### src/rtl/spi_mem_pkg.sv
// Shared definitions for the SPI memory arbiter: command bytes, FSM states,
// requester encodings and the frame builder.
package spi_mem_pkg;

  localparam logic [7:0] CMD_READ  = 8'h03;
  localparam logic [7:0] CMD_WRITE = 8'h02;

  typedef enum logic [2:0] {
    StIdle,
    StCmd,
    StAddr,
    StTx,
    StRx,
    StDone
  } state_e;

  typedef enum logic {
    PORT_IF = 1'b0,
    PORT_D  = 1'b1
  } port_e;

  // Command, address and data byte in transmit order; reads clock out zeros.
  function automatic logic [31:0] build_frame(input logic we, input logic [15:0] addr,
                                              input logic [7:0] wdata);
    return {(we ? CMD_WRITE : CMD_READ), addr, (we ? wdata : 8'h00)};
  endfunction

endpackage

### src/rtl/spi_shift_engine.sv
// SPI mode-0 bit engine: clock divider, 32-bit frame shifter, bit counter
// and receive byte capture. One frame per start pulse.
module spi_shift_engine
  import spi_mem_pkg::*;
#(
  parameter int unsigned CLK_DIV = 1
) (
  input  logic        clk,
  input  logic        rst,
  input  logic        start,
  input  logic [31:0] frame,
  input  logic        is_read,
  input  logic        miso,
  output logic        sclk,
  output logic        mosi,
  output logic        bit_end,
  output logic [4:0]  bit_cnt,
  output logic        done,
  output logic [7:0]  rx_byte
);

  localparam int unsigned DivW = $clog2(CLK_DIV) + 1;
  localparam logic [DivW-1:0] DivLast = DivW'(CLK_DIV - 1);

  logic            active_q;
  logic            sclk_q;
  logic            read_q;
  logic [DivW-1:0] div_q;
  logic [4:0]      bit_q;
  logic [31:0]     shreg_q;
  logic [7:0]      rx_q;
  logic            tick;
  logic            rise;

  // Half-period boundaries and the rising/falling events derived from them.
  always_comb begin
    tick    = active_q && (div_q == DivLast);
    rise    = tick && !sclk_q;
    bit_end = tick && sclk_q;
    done    = bit_end && (bit_q == 5'd0);
    bit_cnt = bit_q;
    sclk    = sclk_q;
    rx_byte = rx_q;
    // Shift register only moves on falling edges, so mosi is stable while sclk is high.
    mosi    = active_q && shreg_q[31] && !(read_q && (bit_q < 5'd8));
  end

  // Divider, sclk toggle, mosi shift on falling edge, miso capture on rising edge.
  always_ff @(posedge clk) begin
    if (rst) begin
      active_q <= 1'b0;
      sclk_q   <= 1'b0;
      read_q   <= 1'b0;
      div_q    <= '0;
      bit_q    <= 5'd0;
      shreg_q  <= 32'h0;
      rx_q     <= 8'h00;
    end else if (start) begin
      active_q <= 1'b1;
      sclk_q   <= 1'b0;
      read_q   <= is_read;
      div_q    <= '0;
      bit_q    <= 5'd31;
      shreg_q  <= frame;
      rx_q     <= 8'h00;
    end else if (active_q) begin
      if (tick) begin
        div_q  <= '0;
        sclk_q <= !sclk_q;
        if (rise && read_q && (bit_q < 5'd8)) begin
          rx_q <= {rx_q[6:0], miso};
        end
        if (bit_end) begin
          shreg_q <= {shreg_q[30:0], 1'b0};
          if (bit_q == 5'd0) begin
            active_q <= 1'b0;
          end else begin
            bit_q <= bit_q - 5'd1;
          end
        end
      end else begin
        div_q <= div_q + 1'b1;
      end
    end
  end

endmodule

### src/rtl/spi_mem_arbiter.sv
// Round-robin arbiter between instruction fetch (ROM) and load/store (RAM)
// sharing one SPI bus; one command/address/data frame per grant.
module spi_mem_arbiter
  import spi_mem_pkg::*;
#(
  parameter int unsigned CLK_DIV = 1
) (
  input  logic        clk,
  input  logic        rst,
  input  logic        if_req,
  input  logic [15:0] if_addr,
  output logic [7:0]  if_rdata,
  output logic        if_ack,
  input  logic        d_req,
  input  logic        d_we,
  input  logic [15:0] d_addr,
  input  logic [7:0]  d_wdata,
  output logic [7:0]  d_rdata,
  output logic        d_ack,
  output logic        busy,
  output logic        sclk,
  output logic        cs_rom,
  output logic        cs_ram,
  output logic        mosi,
  input  logic        miso
);

  state_e      state_q, state_d;
  port_e       port_q;
  port_e       ptr_q;
  logic        we_q;
  logic [7:0]  if_rdata_q;
  logic [7:0]  d_rdata_q;

  logic        grant_if, grant_d, grant;
  logic [31:0] frame;
  logic        frame_read;
  logic        in_frame;

  logic        eng_bit_end;
  logic [4:0]  eng_bit_cnt;
  logic        eng_done;
  logic [7:0]  eng_rx_byte;

  spi_shift_engine #(
    .CLK_DIV (CLK_DIV)
  ) u_engine (
    .clk     (clk),
    .rst     (rst),
    .start   (grant),
    .frame   (frame),
    .is_read (frame_read),
    .miso    (miso),
    .sclk    (sclk),
    .mosi    (mosi),
    .bit_end (eng_bit_end),
    .bit_cnt (eng_bit_cnt),
    .done    (eng_done),
    .rx_byte (eng_rx_byte)
  );

  // Round-robin grant in IDLE; the pointer names the port preferred on a tie.
  always_comb begin
    grant_if   = (state_q == StIdle) && !rst && if_req && (!d_req || (ptr_q == PORT_IF));
    grant_d    = (state_q == StIdle) && !rst && d_req && (!if_req || (ptr_q == PORT_D));
    grant      = grant_if || grant_d;
    frame      = grant_if ? build_frame(1'b0, if_addr, 8'h00) : build_frame(d_we, d_addr, d_wdata);
    frame_read = grant_if || !d_we;
  end

  // Next-state: phases advance on the falling edge that closes each field.
  always_comb begin
    state_d = state_q;
    case (state_q)
      StIdle: if (grant) state_d = StCmd;
      StCmd:  if (eng_bit_end && (eng_bit_cnt == 5'd24)) state_d = StAddr;
      StAddr: if (eng_bit_end && (eng_bit_cnt == 5'd8)) state_d = we_q ? StTx : StRx;
      StTx:   if (eng_done) state_d = StDone;
      StRx:   if (eng_done) state_d = StDone;
      StDone: state_d = StIdle;
      default: state_d = StIdle;
    endcase
  end

  // Chip selects, acks and busy decoded from the registered state.
  always_comb begin
    in_frame = (state_q == StCmd) || (state_q == StAddr) || (state_q == StTx) ||
               (state_q == StRx);
    cs_rom   = !(in_frame && (port_q == PORT_IF));
    cs_ram   = !(in_frame && (port_q == PORT_D));
    if_ack   = (state_q == StDone) && (port_q == PORT_IF);
    d_ack    = (state_q == StDone) && (port_q == PORT_D);
    busy     = (state_q != StIdle) || grant;
    if_rdata = if_rdata_q;
    d_rdata  = d_rdata_q;
  end

  // State, grant bookkeeping and read-data capture on the way into DONE.
  always_ff @(posedge clk) begin
    if (rst) begin
      state_q    <= StIdle;
      port_q     <= PORT_IF;
      ptr_q      <= PORT_IF;
      we_q       <= 1'b0;
      if_rdata_q <= 8'h00;
      d_rdata_q  <= 8'h00;
    end else begin
      state_q <= state_d;
      if (grant) begin
        port_q <= grant_if ? PORT_IF : PORT_D;
        ptr_q  <= grant_if ? PORT_D : PORT_IF;
        we_q   <= grant_if ? 1'b0 : d_we;
      end
      if (eng_done && !we_q) begin
        if (port_q == PORT_IF) begin
          if_rdata_q <= eng_rx_byte;
        end else begin
          d_rdata_q <= eng_rx_byte;
        end
      end
    end
  end

endmodule

### config.mk
export PLATFORM = sky130hd
export DESIGN_NAME = spi_mem_arbiter
export DESIGN_NICKNAME = d
export VERILOG_FILES = /design/src/rtl/spi_mem_pkg.sv /design/src/rtl/spi_shift_engine.sv /design/src/rtl/spi_mem_arbiter.sv
export SDC_FILE = /design/constraint.sdc
export NUM_CORES = 1
export LEC_CHECK = 0
export CORE_MARGIN = 1.5
export CORE_UTILIZATION = 55
export CTS_CLUSTER_SIZE = 40
export DETAILED_ROUTE_END_ITERATION = 8
export GPL_ROUTABILITY_DRIVEN = 0
export PLACE_DENSITY = 0.95
export SETUP_SLACK_MARGIN = 0.15
export SLEW_MARGIN = 30
export SYNTH_ARGS = -nofsm -noshare
export SYNTH_HDL_FRONTEND = slang
export SYNTH_HIERARCHICAL = 1
export SYNTH_SLANG_ARGS = --single-unit
export TNS_END_PERCENT = 1
### constraint.sdc
create_clock -name clk -period 5.3 [get_ports clk]
set_input_delay 1.06 -clock clk [delete_from_list [all_inputs] [get_ports clk]]
set_output_delay 1.06 -clock clk [all_outputs]
set_load 0.02 [all_outputs]
Figure 1. Clock wiring as the flow saved it.
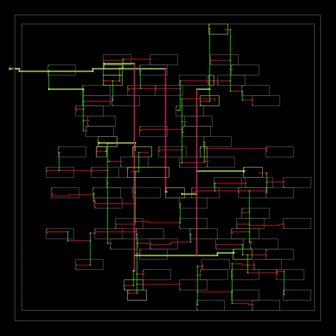
Clk power: 0.438 mW
# clk buffers: 12
Insertion Delay late pin: 350 ps
CTS buffer count: 9
Clock Skew: 5.50 ps

Figure 2. Zoomed window.
Window x 0 to 40, y 41 to 81 µm. Cells in gray, sequential cells in the stronger gray; small squares are vias.
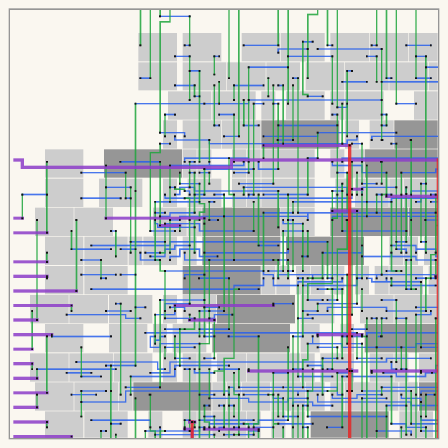
M4: in red. M3: in purple. M2: in green. M1: in blue.
Sequential cells in the window: 14. 131 logic cells have their middle in the window. Netlist names of flops here include u_engine/shreg_q (14). Most frequent: nand2_1 (30), clkdlybuf4s50_1 (28).

Figure 3. Metal layers overlaid.
Two of the layers only.
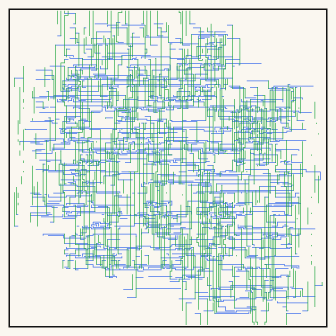
M2: in green, wire length 3670 µm. M1: in blue, wire length 3350 µm.

Figure 4. Sequential cells colored by netlist name.
Bar = 20 µm.
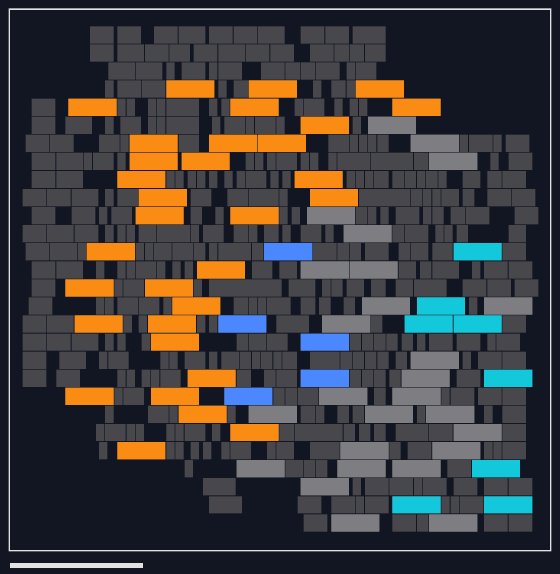
u_engine/bit_cnt: in blue, placed flops 5, where middle. u_engine/shreg_q: in orange, placed flops 32. d_rdata: in cyan, placed flops 8.
Another 26 sequential cells are not colored.

==> flow_metrics.tcl <==
# yosys + openroad results
set metrics [dict create \
    worst_ir_drop_vdd_mv 0.159 \
    hold_depth 2 \
    worstMarginPinSlew_ps 865 \
    grt_pass1_wl_um 12300 \
    die_x_um 81.3 \
    antennaDiodeCount 0 \
    placeableCoreArea_um2 5920 \
    warnings 27 \
    grt_antenna_before_repair 0 \
    cts_max_level 3 \
    top_cell "nand2_1" \
    drc_errors 0 \
    timing.critical_path.from "if_req" \
    drt_iter0_markers 188 \
    ctsHoldBuffers 0 \
    first_pass_iters 5 \
    tritoncts "done" \
    drv_cap 0 \
    yosysWarnings 6 \
    p_per_area_nw_per_um2 283 \
    die_height_um 81.3 \
    final_common_cell "nand2_1" \
    clk_pin_slew_ps 70 \
    yosysSeqAreaShare_pct 42.2 \
    post-route-period-util_pct 68.6 \
    hold_viol 0 \
    num-nets-final 503 \
    postSynthAreaPerCell_um2 8.42 \
    path_class "in2out" \
    vias_per_cell 5.86 \
    async_flop_share_pct 0 \
    worstPathArrival_ps 2580 \
    top_area_share_pct 42.2 \
    rsz0062_at_grt "no" \
    finalSetupTns_ps 0 \
    ys_area_um2 3370 \
    yosys_cells 400 \
    hp-start "ptr_q$_SDFFE_PP0P_" \
    final_cell_mix "72 x nand2_1, 71 x dfxtp_1, 67 x clkdlybuf4s50_1, 54 x nor2_1, 32 x a311oi_1" \
    drive_gt1_share_pct 9.13 \
    core.rowCount 28 \
    worstPathRequired_ps 4240 \
    place.detailed.hpwl_um 4910 \
    num_vias 3133 \
    grt_max_degree 63 \
    cts_setup_buffers 0 \
    synth-main-ff-cell "dfxtp_1" \
    fp.dieArea_um2 6600 \
    synth-edff-count 0 \
    fin_crit_ps 3640 \
    routed_wl_um 7620 \
    io_pins 69 \
    area_leaders "dfxtp_1 42%, a311oi_1 8.3%, nand2_1 8.0%" \
    syn_area_um2 3370 \
    status "completed" \
    rr_worst_depth 7 \
    setup_viol 0 \
]
[worst max-delay path, stage by stage]
cell             delay, ps
clkdlybuf4s50_1        560
nor2_1                  80
o21ai_0                230
clkdlybuf4s50_1        650
[registers in the layout, summed over array words and instances (netlist names)]
signal and flops:
d_rdata 8, u_engine/rx_byte 8, we_q 1, state_q 3, u_engine/sclk 1, u_engine/shreg_q 32, ptr_q 1, if_rdata 8
u_engine/bit_cnt 5, u_engine/read_q 1, port_q 1, u_engine/div_q 1, u_engine/active_q 1
[cell type report]
cell class / instances / area, µm²
timing repair buffer: 70 / 693
inverter: 8 / 30.0
clock inverter: 3 / 42.5
clock buffer: 12 / 155
multi-input combinational: 296 / 1800
sequential: 71 / 1420
tap: 75 / 93.8
fill: 405 / 1690
[metal layers]
metal  part of all wire, %  up-vias  track usage, %
met3                   5.6       18            4.38
li1                      -     1520               -
met5                     0        -               0
met4                   2.2        0            13.4
met2                    48      137            38.8
met1                    44     1458            30.9
[through the flow]
stage	worst slack (ps)	instances	hold slack, ps	area [µm²]
after detailed placement	1500	520	457	4040
after global placement	1490	520	454	4030
after global routing	1560	535	501	4230
after CTS	1650	535	470	4230
after floorplan	2630	405	436	3390
final	1660	535	467	4230
[report_power, final]
part	switching, mW	internal [mW]
clock	0.198	0.240
combinational	0.0843	0.0834
sequential	0.0259	0.564
total	0.309	0.888
[cells by family after synthesis]
logic type / synth area share [%]
multiplexers: 10.4
flip-flops: 42.2
buffers and inverters: 5.05
adder cells (fa/ha/maj): 0.371
AND/OR/NAND/NOR: 25.8
AND-OR/OR-AND: 15.9
other: 0.223
Power is estimated from default activity; no workload was simulated.
